==> src/rtl/imem_boot_loader.sv <==
// ============================================================================
// Module   : imem_boot_loader
// Brief    : Packs a length-prefixed byte stream into 32-bit instruction words
//            and holds the core in reset until the image is written.
// Revision : 1.0 - initial release
// ============================================================================
`default_nettype none

module imem_boot_loader #(
    parameter int ADDR_W = 10               // 1..15; word count N is 16 bits
) (
    input  logic              clk,
    input  logic              rst,
    input  logic              in_valid,
    input  logic [7:0]        in_data,
    output logic              in_ready,
    input  logic              reload,
    output logic              mem_we,
    output logic [ADDR_W-1:0] mem_addr,
    output logic [31:0]       mem_wdata,
    output logic              core_rst,
    output logic              done,
    output logic              err,
    output logic [ADDR_W:0]   words_loaded
);

    localparam logic [16:0] c_DEPTH = 17'd1 << ADDR_W;

    typedef enum logic [2:0] {
        S_LEN0 = 3'd0,
        S_LEN1 = 3'd1,
        S_DATA = 3'd2,
        S_DONE = 3'd3,
        S_ERR  = 3'd4
    } state_t;

    state_t            r_state;
    state_t            w_next;
    logic [7:0]        r_n_lo;
    logic [15:0]       r_n;
    logic [1:0]        r_b;
    logic [23:0]       r_word;
    logic              r_in_ready;
    logic              r_mem_we;
    logic [ADDR_W-1:0] r_mem_addr;
    logic [31:0]       r_mem_wdata;
    logic              r_core_rst;
    logic [ADDR_W:0]   r_words;

    logic              w_xfer;
    logic [15:0]       w_n_hdr;
    logic [16:0]       w_words_ext;
    logic              w_word_done;
    logic              w_last;

    assign w_xfer      = in_valid & r_in_ready;
    assign w_n_hdr     = {in_data, r_n_lo};
    assign w_words_ext = 17'(r_words);
    assign w_word_done = w_xfer && (r_state == S_DATA) && (r_b == 2'd3);
    assign w_last      = ((w_words_ext + 17'd1) == {1'b0, r_n});

    always_comb begin
        w_next = r_state;
        case (r_state)
            S_LEN0: if (w_xfer) w_next = S_LEN1;
            S_LEN1: begin
                if (w_xfer) begin
                    if (w_n_hdr == 16'd0)
                        w_next = S_DONE;
                    else if ({1'b0, w_n_hdr} > c_DEPTH)
                        w_next = S_ERR;
                    else
                        w_next = S_DATA;
                end
            end
            S_DATA: if (w_word_done && w_last) w_next = S_DONE;
            S_DONE: if (reload) w_next = S_LEN0;
            S_ERR:  if (reload) w_next = S_LEN0;
            default: w_next = S_LEN0;
        endcase
    end

    always_ff @(posedge clk) begin
        if (rst) begin
            r_state     <= S_LEN0;
            r_in_ready  <= 1'b0;
            r_mem_we    <= 1'b0;
            r_mem_addr  <= '0;
            r_mem_wdata <= '0;
            r_core_rst  <= 1'b1;
            r_words     <= '0;
            r_b         <= 2'd0;
            r_word      <= '0;
            r_n_lo      <= '0;
            r_n         <= '0;
        end else begin
            r_state    <= w_next;
            r_in_ready <= (w_next == S_LEN0) || (w_next == S_LEN1) || (w_next == S_DATA);
            r_mem_we   <= w_word_done;
            // Release the core only once the final write pulse has been issued
            r_core_rst <= !((r_state == S_DONE) && (w_next == S_DONE));

            if (w_xfer && (r_state == S_LEN0)) r_n_lo <= in_data;
            if (w_xfer && (r_state == S_LEN1)) r_n    <= w_n_hdr;

            if (w_xfer && (r_state == S_DATA)) begin
                r_b <= r_b + 2'd1;
                case (r_b)
                    2'd0: r_word[7:0]   <= in_data;
                    2'd1: r_word[15:8]  <= in_data;
                    2'd2: r_word[23:16] <= in_data;
                    default: begin
                        r_mem_addr  <= r_words[ADDR_W-1:0];
                        r_mem_wdata <= {in_data, r_word};
                        r_words     <= r_words + 1'b1;
                    end
                endcase
            end

            if (((r_state == S_DONE) || (r_state == S_ERR)) && reload) begin
                r_words <= '0;
                r_b     <= 2'd0;
            end
        end
    end

    assign in_ready     = r_in_ready;
    assign mem_we       = r_mem_we;
    assign mem_addr     = r_mem_addr;
    assign mem_wdata    = r_mem_wdata;
    assign core_rst     = r_core_rst;
    assign done         = (r_state == S_DONE);
    assign err          = (r_state == S_ERR);
    assign words_loaded = r_words;

endmodule

`default_nettype wire
==> config.mk <==
export PLATFORM = sky130hd
export DESIGN_NAME = imem_boot_loader
export DESIGN_NICKNAME = d
export VERILOG_FILES = /design/src/rtl/imem_boot_loader.sv
export SDC_FILE = /design/constraint.sdc
export NUM_CORES = 1
export LEC_CHECK = 0
export CAP_MARGIN = 20
export CORE_MARGIN = 1
export CORE_UTILIZATION = 50
export DETAILED_ROUTE_END_ITERATION = 7
export GPL_TIMING_DRIVEN = 1
export PLACE_DENSITY = 0.83
export SYNTH_ARGS = -nofsm -noshare
export SYNTH_HDL_FRONTEND = slang
export SYNTH_SLANG_ARGS = --single-unit
==> constraint.sdc <==
create_clock -name clk -period 4.7 [get_ports clk]
set_input_delay 1.175 -clock clk [delete_from_list [all_inputs] [get_ports clk]]
set_output_delay 1.175 -clock clk [all_outputs]
set_load 0.02 [all_outputs]
run_1/met3.png
Scale bar: 20 microns.
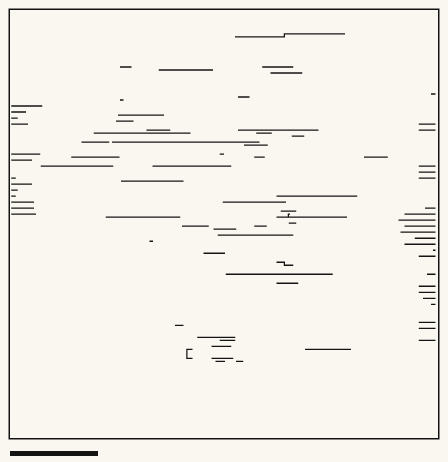
- longest straight run: 33.1 microns
- share of all routed wire: 5.2%
- main direction: horizontal
- wire length on this layer: 539 microns
- nets with wire on the layer: 68

run_1/cell_classes.png
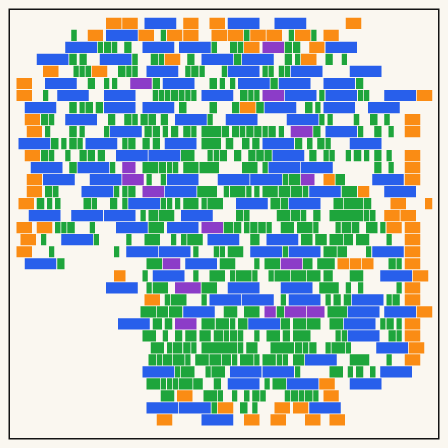
- all other logic: green (cells 391)
- other buffers and delay cells: orange (cells 75)
- clock drivers and dummy loads: purple (cells 16)
- flip-flops: blue (cells 109)

run_1/density.png
10 x 10 tiles, from white (low) to dark blue (high), 0 to 100% covered.
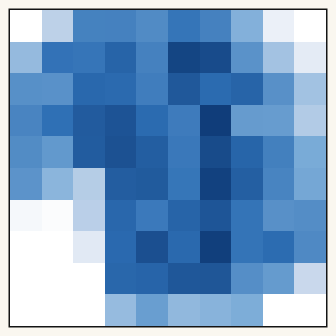
- emptiest ninth of the die: lower left
- tiles over 75% full: 33%
- nearly empty tiles: 13%

run_1/registers.png
Scale bar: 20 microns. Other sequential cells in the stronger gray, the rest of the logic in the fainter gray.
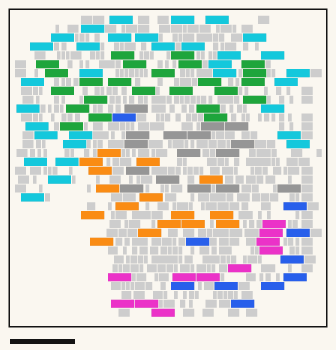
- mem_wdata: cyan (sequential cells 32)
- r_word: green (sequential cells 24)
- r_n: orange (sequential cells 16)
- mem_addr: blue (sequential cells 10)
- words_loaded: magenta (sequential cells 11)
- not colored: 16

==> out/results.ini, run 1 <==
[worst_setup_path]
crit_fanout = 8
worst_path_max_delay_cell = clkdlybuf4s50_1
crit_arrival_ps = 2040
worstSetupStartpoint = r_state[1]$_SDFF_PP0_
critPathMaxStageDelay_ps = 620
endpoint = done
startpoint_type = flip-flop
endpoint_kind = output port
cp_data_required_time_ps = 3520

[status]
status = finished, final reports clean

[hold_path]
hold_start = r_word[3]$_SDFFE_PP0P_

[route]
wl_mm = 10.4
ant_nets = 0
met2_length_mm = 5.07
drtIter0Drc = 310
drt-wirelength-per-cell_microns = 14.8

[timing]
finClkSkew_ps = 11.8
slew_headroom_pct = 35.6
tns_ps = 0
period_used_pct = 68.5
finalHoldViolCount = 0

[cts]
cts-hold-fix-buffers = 0
ctsHtreeMaxLevel = 3
clk_latency_ps = 380

[synth]
syn_area_sq_um = 4500
yosys.area.top_type = dfxtp_1
fp_nets = 556
synth_flops = 109
yosys.cell_types.count = 47
top_cell = nand2_1
edf_count = 0

[placed_design]
dpl_cell_area_sq_um = 5190

[die]
die_w_microns = 96.9

[grt]
first_global_vias = 3577
use_met3_pct = 3.76

[job]
warnings = 29

[cells_and_area]
regArea_sq_um = 2180

[pwr]
leakagePower_nw = 1.72

==> run 1: where the power goes <==
| group | internal (mW) | switching (mW) | leakage, nW |
|---|---|---|---|
| clock | 0.222 | 0.343 | 0.0997 |
| sequential | 0.931 | 0.0102 | 0.879 |
| combinational | 0.0286 | 0.0474 | 0.739 |
| total | 1.18 | 0.401 | 1.72 |
==> run 1: area by class of cell <==
cell class              instances  share of cell area, %
clock inverters                 6                   1.18
clock buffers                  10                   2.55
multi-input cells             383                   39.2
inverters                       8                  0.556
flip-flops and latches        109                   40.4
repair buffers                 75                   13.5
well taps                     108                   2.50
==> run 1: stage by stage <==
stage	worst slack [ps]	instances
3_3_place_gp	1620	682
2_1_floorplan	2380	539
6_report	1480	699
3_5_place_dp	1490	682
5_1_grt	1370	699
4_1_cts	1490	698
==> run 1: cell usage in the layout (no fill, tap or decap), drive strengths merged, types with 2 or more instances in the layout <==
master / synthesis / routed
xor2: 6 / 6
a21oi: 70 / 70
nor3: 5 / 5
nand3b: 2 / 2
or2: 2 / 2
dfxtp: 109 / 109
a211oi: 3 / 3
nand2: 124 / 124
nand4: 5 / 5
buf: 22 / 7
nand2b: 2 / 2
nor2b: 4 / 4
clkdlybuf4s50: 0 / 68
o21ai: 4 / 4
nor4: 6 / 6
inv: 8 / 11
mux2i: 25 / 25
xnor2: 18 / 18
clkbuf: 17 / 10
nor2: 49 / 49
o211ai: 2 / 2
nand3: 31 / 31
ha: 5 / 5
nor3b: 4 / 4
clkinv: 0 / 2
==> run 1: kinds of logic after synthesis <==
kind of cell    Yosys count  synth area share [%]
simple gates            239                  23.7
flops                   109                  48.5
compound gates           89                  11.0
buf+inv                  47                  4.67
xor+xnor                 25                  5.17
mux                      25                  5.56
fa+ha+maj                 5                  1.39
run_1/final_placement.png
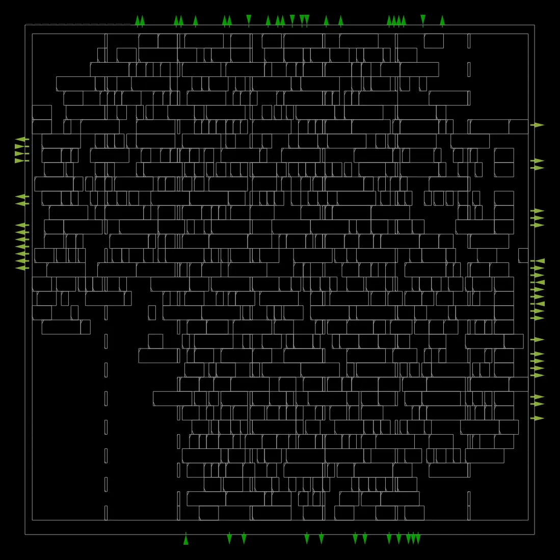

==> run 2: changes to the inputs <==
CORE_UTILIZATION = 48   (was 50)
clock period = 2.7 ns   (was 4.7 ns; I/O delays follow)
run_2/final_placement.png
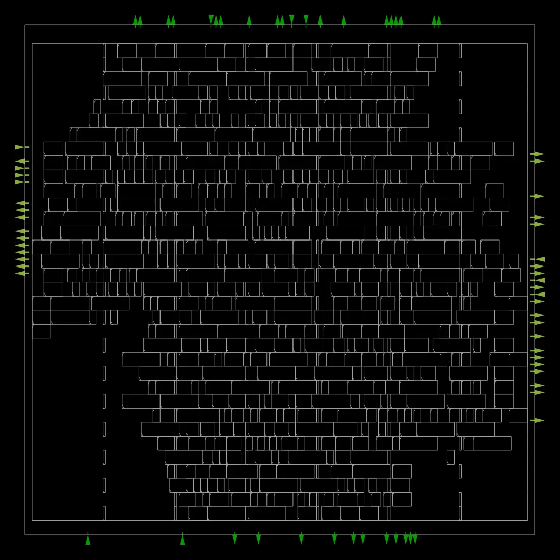
fin util: 62.0%
registers: 109
# rows: 34

==> run 2 against run 1 <==
  * Clock power rose by 67%
  * Clock-buffer cell count did not move
  * Flip-flop count unchanged
  * Total power up 72%
  * Die area rose by 4.1%
  * Combinational power increased by 91%
  * Sequential power grew 74%
  * Synthesized area unchanged
  * First-iteration DRC count is 32% lower
  * Global-route usage about the same
  * Utilization increased by 0.096 points
  * Highest routed layer unchanged
==> out/results.ini, run 2 <==
[status]
status = finished, final reports clean

[route]
drtIter0Drc = 210  ; -32%
dr.pass1.iters = 4
met2_length_mm = 4.90  ; -3.3%
drt-wirelength-per-cell_microns = 14.6  ; -1.8%
m1WireLength_mm = 4.75
wl_mm = 10.4  ; +0.21%
ant_nets = 0  ; unchanged
wl_met3_microns = 556
vias = 3861
routed.top_layer = met4

[synth]
syn_area_sq_um = 4500  ; unchanged
ff_type = dfxtp_1
fp_nets = 556  ; unchanged
synthTopCellsByArea = dfxtp_1 48%, nand2_1 10%, a21oi_1 7.8%, mux2i_1 5.6%, nor2_1 4.0%
top_cell = nand2_1
ys_area_sq_um = 4500
synthCells = 539
synth_flops = 109  ; unchanged
edf_count = 0  ; unchanged
yosys.area.top_type = dfxtp_1
yosys_cells = 539
yosysWarnings = 0
synth_seq_share_pct = 48.5
ys_async_sr_fraction_pct = 0
top_cells_by_count = 124 x nand2_1, 109 x dfxtp_1, 70 x a21oi_1, 48 x nor2_1, 31 x nand3_1
yosys.cell_types.count = 47  ; unchanged
synth_top_area_share_pct = 48.5
syn_area_per_cell_sq_um = 8.35

[cts]
ctsHtreeMaxLevel = 3  ; unchanged
cts_root_buffer = clkbuf_8
clk_path_buf_depth = 2
cts.reportedPaths.clkPinSlew_ps = 110
post_cts_resized = 1
cts_made_buffers = 9
cts-hold-fix-buffers = 0  ; unchanged
clk_latency_ps = 370  ; about the same
cts_setup_buffers = 0
cts_tree = yes

[cells_and_area]
comb_area_sq_um = 2120
largest_register_ffs = 32
final_common_cell = nand2_1
regArea_sq_um = 2180  ; +0.12%
nets = 617
lay_top_cells = 124 x nand2_1, 107 x dfxtp_1, 70 x a21oi_1, 68 x clkdlybuf4s50_1, 48 x nor2_1
fillCellCount = 739
syn_to_final_growth_pct = 22.5
diodes = 0

[placed_design]
gp_congestion = 0.823
port_buffers = 69
hpwl_mm = 7.36

[worst_setup_path]
reg2reg_slack_ps = 490
worst_path_dominant_cell_family = buffers and inverters
rr_worst_depth = 7
r2r_end = in_ready$_SDFF_PP0_
path_cells = nor2b_2 > and2_1 > clkdlybuf4s50_1
endpoint_kind = output port
crit_arrival_ps = 1870  ; -170 ps
cp_data_required_time_ps = 2030  ; -1490 ps
crit_fanout = 8  ; unchanged
startpoint_type = flip-flop
critPathMaxStageDelay_ps = 630  ; about the same
worst_path_max_delay_cell = clkdlybuf4s50_1
worstSetupPathType = flip-flop to output port

[timing]
fmax_ghz = 0.392
tns_ps = 0  ; unchanged
worstMarginPinSlew_ps = 549
period_used_pct = 94.4
finalHoldViolCount = 0  ; unchanged
finClkSkew_ps = 12.5  ; +0.770 ps
slew_violations = 0
slew_headroom_pct = 63.4  ; +28 points

[die]
die_w_microns = 98.8  ; +2.0%
die_y_microns = 98.8
io_pins = 70
fp_util_pct = 50.6

[hold_path]
hold_start = r_word[7]$_SDFFE_PP0P_
hp-class = flip-flop to flip-flop
hold_depth = 2

[grt]
antenna_found_initial = 0
met2_usage_pct = 37.0
met1_usage_pct = 29.2
grt_max_degree = 58
first_global_vias = 3694  ; +3.3%
use_met3_pct = 3.62  ; -0.14 points

[job]
warnings = 29  ; unchanged

[pwr]
leakagePower_nw = 1.79  ; +4.0%
peakVddDrop_mv = 0.267
p_per_area_nw_per_um2 = 495

-- run 2: worst max path at each step --
stage | startpoint | to | slack [ps] | depth (start not counted)
after floorplan | words_loaded[0]$_SDFFE_PP0P_ | in_ready$_SDFF_PP0_ | 800 | 7
after global placement | in_data[0] | core_rst$_SDFF_PP1_ | 240 | 7
after detailed placement | in_data[0] | core_rst$_SDFF_PP1_ | 180 | 7
after CTS | r_state[2]$_SDFF_PP0_ | err | 20 | 3
after global routing | r_state[2]$_SDFF_PP0_ | err | 40 | 3
final | r_state[1]$_SDFF_PP0_ | done | 150 | 3
-- run 2: layout make-up --
class | instances | area share [%]
clock inverters | 6 | 0.999
inverters | 8 | 0.545
multi-input cells | 383 | 38.5
well taps | 108 | 2.45
flip-flops and latches | 109 | 39.6
repair buffers | 89 | 15.4
clock buffers | 10 | 2.50
-- run 2: kinds of logic after synthesis --
logic type | synth area share [%]
AND/OR/NAND/NOR | 23.7
flip-flops | 48.5
AND-OR/OR-AND | 11.0
buffers and inverters | 4.67
XOR/XNOR | 5.17
multiplexers | 5.56
adder cells (fa/ha/maj) | 1.39
-- run 2: stage by stage --
stage | util (%) | hold slack [ps] | instances | area (sq um) | worst slack, ps
after detailed placement | 59.8 | 447 | 697 | 5310 | 177
after global placement | 59.8 | 443 | 697 | 5310 | 243
after global routing | 62.0 | 471 | 713 | 5510 | 40.0
after CTS | 62.0 | 461 | 713 | 5510 | 24.6
after floorplan | - | 432 | 539 | 4500 | 797
final | 62.0 | 456 | 713 | 5510 | 151
-- run 2: report_power, final --
group | switching [mW] | internal [mW]
combinational | 0.0852 | 0.0600
clock | 0.567 | 0.375
sequential | 0.0178 | 1.62
Power is estimated from default activity; no workload was simulated.
